[src/rtl/hex_page_select.sv]
// Front-end for the seven-segment debug display: debounced page stepping,
// optional timed auto-scroll, and freezable page value registers.
module hex_page_select #(
  parameter int DEBOUNCE_CYCLES = 500000,
  parameter int SCROLL_CYCLES   = 50000000,
  parameter int CNT_W           = 26
) (
  input  logic       clock,
  input  logic       reset,
  input  logic       key_n,
  input  logic       auto_en,
  input  logic       hold,
  input  logic [7:0] in0,
  input  logic [7:0] in1,
  input  logic [7:0] in2,
  input  logic [7:0] in3,
  output logic [1:0] select,
  output logic [7:0] out0,
  output logic [7:0] out1,
  output logic [7:0] out2,
  output logic [7:0] out3,
  output logic       press_pulse
);

  typedef enum logic [1:0] {
    IDLE,
    PRESS_WAIT,
    PRESSED,
    RELEASE_WAIT
  } deb_state_t;

  localparam logic [CNT_W-1:0] DEB_LAST = CNT_W'(DEBOUNCE_CYCLES - 1);
  localparam logic [CNT_W-1:0] SCR_LAST = CNT_W'(SCROLL_CYCLES - 1);
  localparam logic [CNT_W-1:0] CNT_ONE  = CNT_W'(1);

  logic             r_sync1;
  logic             r_sync2;
  deb_state_t       r_state;
  deb_state_t       w_state_next;
  logic [CNT_W-1:0] r_dcnt;
  logic [CNT_W-1:0] w_dcnt_next;
  logic             w_pulse_next;
  logic             r_press_pulse;
  logic [CNT_W-1:0] r_scnt;
  logic             w_tick;
  logic             w_step;
  logic [1:0]       r_select;
  logic [7:0]       r_out0;
  logic [7:0]       r_out1;
  logic [7:0]       r_out2;
  logic [7:0]       r_out3;

  // Synchronizer resets to "released" so a reset never looks like a press.
  // NOTE: clocked state uses non-blocking assignments so every flop samples
  // pre-edge values regardless of statement order.
  always_ff @(posedge clock) begin
    if (!reset) begin
      r_sync1 <= 1'b1;
      r_sync2 <= 1'b1;
    end else begin
      r_sync1 <= key_n;
      r_sync2 <= r_sync1;
    end
  end

  always_ff @(posedge clock) begin
    if (!reset) begin
      r_state       <= IDLE;
      r_dcnt        <= '0;
      r_press_pulse <= 1'b0;
    end else begin
      r_state       <= w_state_next;
      r_dcnt        <= w_dcnt_next;
      r_press_pulse <= w_pulse_next;
    end
  end

  // NOTE: every output of this block is given a default first, so no path
  // through the case statement can leave one unassigned and infer a latch.
  always_comb begin
    w_state_next = r_state;
    w_dcnt_next  = r_dcnt;
    w_pulse_next = 1'b0;
    unique case (r_state)
      IDLE: begin
        if (!r_sync2) begin
          w_state_next = PRESS_WAIT;
          w_dcnt_next  = CNT_ONE;
        end else begin
          w_dcnt_next  = '0;
        end
      end
      PRESS_WAIT: begin
        if (r_sync2) begin
          w_state_next = IDLE;
          w_dcnt_next  = '0;
        end else if (r_dcnt == DEB_LAST) begin
          w_state_next = PRESSED;
          w_dcnt_next  = '0;
          w_pulse_next = 1'b1;
        end else begin
          w_dcnt_next  = r_dcnt + CNT_ONE;
        end
      end
      PRESSED: begin
        if (r_sync2) begin
          w_state_next = RELEASE_WAIT;
          w_dcnt_next  = CNT_ONE;
        end else begin
          w_dcnt_next  = '0;
        end
      end
      RELEASE_WAIT: begin
        if (!r_sync2) begin
          w_state_next = PRESSED;
          w_dcnt_next  = '0;
        end else if (r_dcnt == DEB_LAST) begin
          w_state_next = IDLE;
          w_dcnt_next  = '0;
        end else begin
          w_dcnt_next  = r_dcnt + CNT_ONE;
        end
      end
      default: begin
        w_state_next = IDLE;
        w_dcnt_next  = '0;
      end
    endcase
  end

  // A manual step restarts the scroll period; a coincident tick still
  // advances select only once.
  assign w_tick = auto_en && (r_scnt == SCR_LAST);
  assign w_step = r_press_pulse || w_tick;

  always_ff @(posedge clock) begin
    if (!reset) begin
      r_scnt   <= '0;
      r_select <= 2'd0;
    end else begin
      if (!auto_en || w_step) r_scnt <= '0;
      else                    r_scnt <= r_scnt + CNT_ONE;
      if (w_step) r_select <= r_select + 2'd1;
    end
  end

  always_ff @(posedge clock) begin
    if (!reset) begin
      r_out0 <= 8'h00;
      r_out1 <= 8'h00;
      r_out2 <= 8'h00;
      r_out3 <= 8'h00;
    end else if (!hold) begin
      r_out0 <= in0;
      r_out1 <= in1;
      r_out2 <= in2;
      r_out3 <= in3;
    end
  end

  assign select      = r_select;
  assign press_pulse = r_press_pulse;
  assign out0        = r_out0;
  assign out1        = r_out1;
  assign out2        = r_out2;
  assign out3        = r_out3;

endmodule

[config.mk]
export PLATFORM = sky130hd
export DESIGN_NAME = hex_page_select
export DESIGN_NICKNAME = d
export VERILOG_FILES = /design/src/rtl/hex_page_select.sv
export SDC_FILE = /design/constraint.sdc
export NUM_CORES = 1
export LEC_CHECK = 0
export ABC_AREA = 0
export ABC_CLOCK_PERIOD_IN_PS = 5600
export CORE_MARGIN = 2
export CORE_UTILIZATION = 40
export CTS_BUF_LIST = sky130_fd_sc_hd__clkbuf_2
export CTS_CLUSTER_SIZE = 10
export DETAILED_ROUTE_END_ITERATION = 12
export GPL_TIMING_DRIVEN = 0
export PLACE_DENSITY = 0.74
export SYNTH_ARGS = -nofsm -noshare
export SYNTH_HDL_FRONTEND = slang
export SYNTH_SLANG_ARGS = --single-unit
[constraint.sdc]
create_clock -name clock -period 5.6 [get_ports clock]
set_input_delay 1.12 -clock clock [delete_from_list [all_inputs] [get_ports clock]]
set_output_delay 1.12 -clock clock [all_outputs]
set_load 0.01 [all_outputs]
==> results.yml <==
# generated from flow reports
run_status:
  status: "completed"
min_path:
  min_delay_path_depth: 1
  hp-class: "reg2reg"
global_routing:
  grt_start_max_net_pins: 16
  grt_overflow: 0
  grt_pass1_vias: 3304
  grt_pass1_wl_um: 14900
power_and_ir_drop:
  powerDensity_nw_per_um2: 219
  ir_drop_mv: 0.105
  power_mw: 1.10
flow_run:
  drv_cap: 0
placed_design:
  dpl.cell_count: 638
  dpl_cell_area_sq_um: 4890
  post-place-ws_ns: 2.43
yosys:
  logic_family: "simple AND/OR/NAND/NOR gates"
  ys_types: 46
  ys_ff: 91
  topCellsByArea: "dfxtp_1 45%, mux2i_1 8.2%, nor2b_1 5.0%"
  async_flop_share: 0
  simple_gate_share: 0.291
  syn_inst: 436
  xor_share: 0.0521
  yosys_cells: 436
  compound_area_frac: 0.0874
  top_cell: "dfxtp_1"
critical_path:
  critical-path-top-delay-family: "buffers and inverters"
  crit_chain: "clkdlybuf4s50_1"
  r2r_cells: 7
  path_depth: 1
  crit_path_top_delay_cell: "clkdlybuf4s50_1"
  critPathLaunch: "press_pulse"
  endpoint_kind: "primary output"
  required_ns: 4.48
  endpoint: "press_pulse"
timing:
  hold_violations: 0
  setup_viol: 0
  setup_tns_ns: 0
  fin_worst_skew_ns: 0.0401
  tightestPinTransition_ns: 0.721
cells_and_area:
  drive_above_1_share: 0.0635
die:
  die_width_um: 104
  num_rows: 36
  die_area_sq_um: 10900
clock_network:
  htree_num_levels: 3
  cts_sinks: 91
  cts_tree: "built"
## layout make-up
class,count,area [sq um],share of cell area
multi-input combinational,317,2090,0.419
sequential,91,1820,0.364
clock inverter,6,67.6,0.0135
tap,133,166,0.0333
timing repair buffer,69,691,0.138
buffer,20,88.8,0.0178
inverter,8,30.0,0.00600
clock buffer,9,45.0,0.00900
## layer usage
metal	vias up	track usage	wire length, um
li1	1746	-	-
met5	-	0	0
met4	0	0.0454	74
met3	10	0.0439	500
met2	100	0.282	4260
met1	1581	0.201	4050
## where the power goes
group	leakage [nW]	internal, mW	switching [mW]
Sequential	0.740	0.665	0.00771
Combinational	0.873	0.0631	0.0385
Clock	0.0523	0.0991	0.222
Total	1.67	0.827	0.269
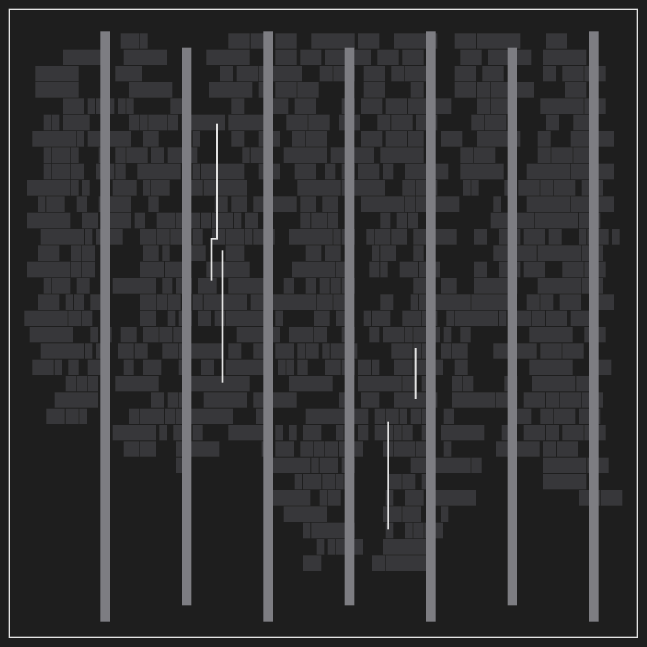
(images/layer_met4.png)
Scale: 6 px per um. Supply wires on this layer in grey.
longest straight run: 21.8 um
main direction: vertical
wire length on this layer: 74.4 um
nets with wire on the layer: 3

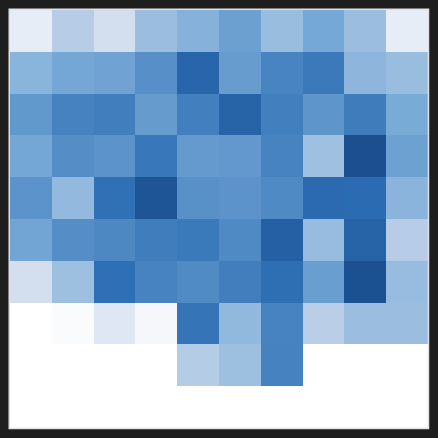
(images/cell_density.png)
Scale: 4 px per um. The die is cut into 10 by 10 equal tiles; white is low, dark blue is high, 0 to 100% covered.
emptiest ninth of the die: lower left
tiles over 75% full: 9.0%
fullest tile: 87%
mean over tiles: 44%
densest ninth of the die: centre
nearly empty tiles: 18%
final core occ: 0.512
Pre-Place Util: 0.413
core area: 9770 sq um

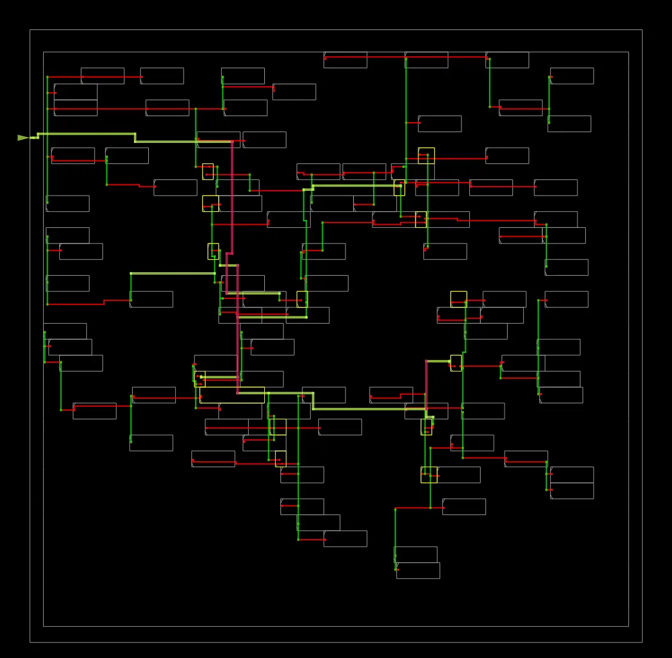
(images/clocks.png)
Latency at later pin: 0.55 ns
Flops: 91
clk pwr: 0.322 mW
Clock Buffer Count: 9
total CTS buffers: 9

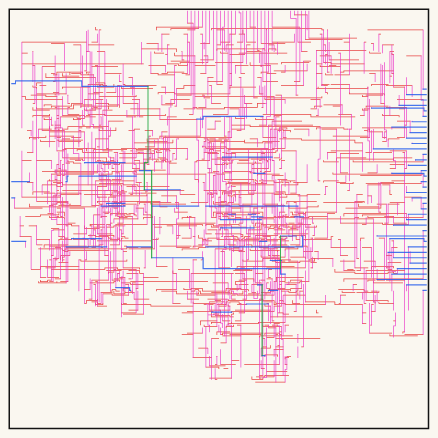
(images/wires.png)
Scale: 4 px per um.
| layer | colour | wire length |
|---|---|---|
| metal 1 | red | 4,050 um |
| metal 4 | green | 74.4 um |
| metal 2 | magenta | 4,260 um |
| metal 3 | blue | 501 um |
drt wl/cell: 13.6 um
final WL: 8880 um
GRT Overall Usage: 0.164
via count: 3,437

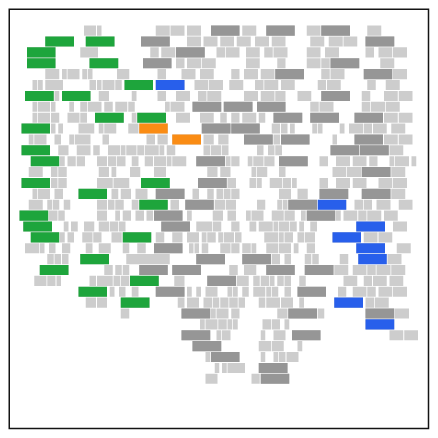
(images/flops_by_reg.png)
Scale: 4 px per um.
| netlist name | colour | flops |
|---|---|---|
| `out0` | blue | 8 |
| `select` | orange | 2 |
| `r_scnt` | green | 26 |
not coloured: 55

Power figures rest on the tool's default switching activity, not on a simulated workload.
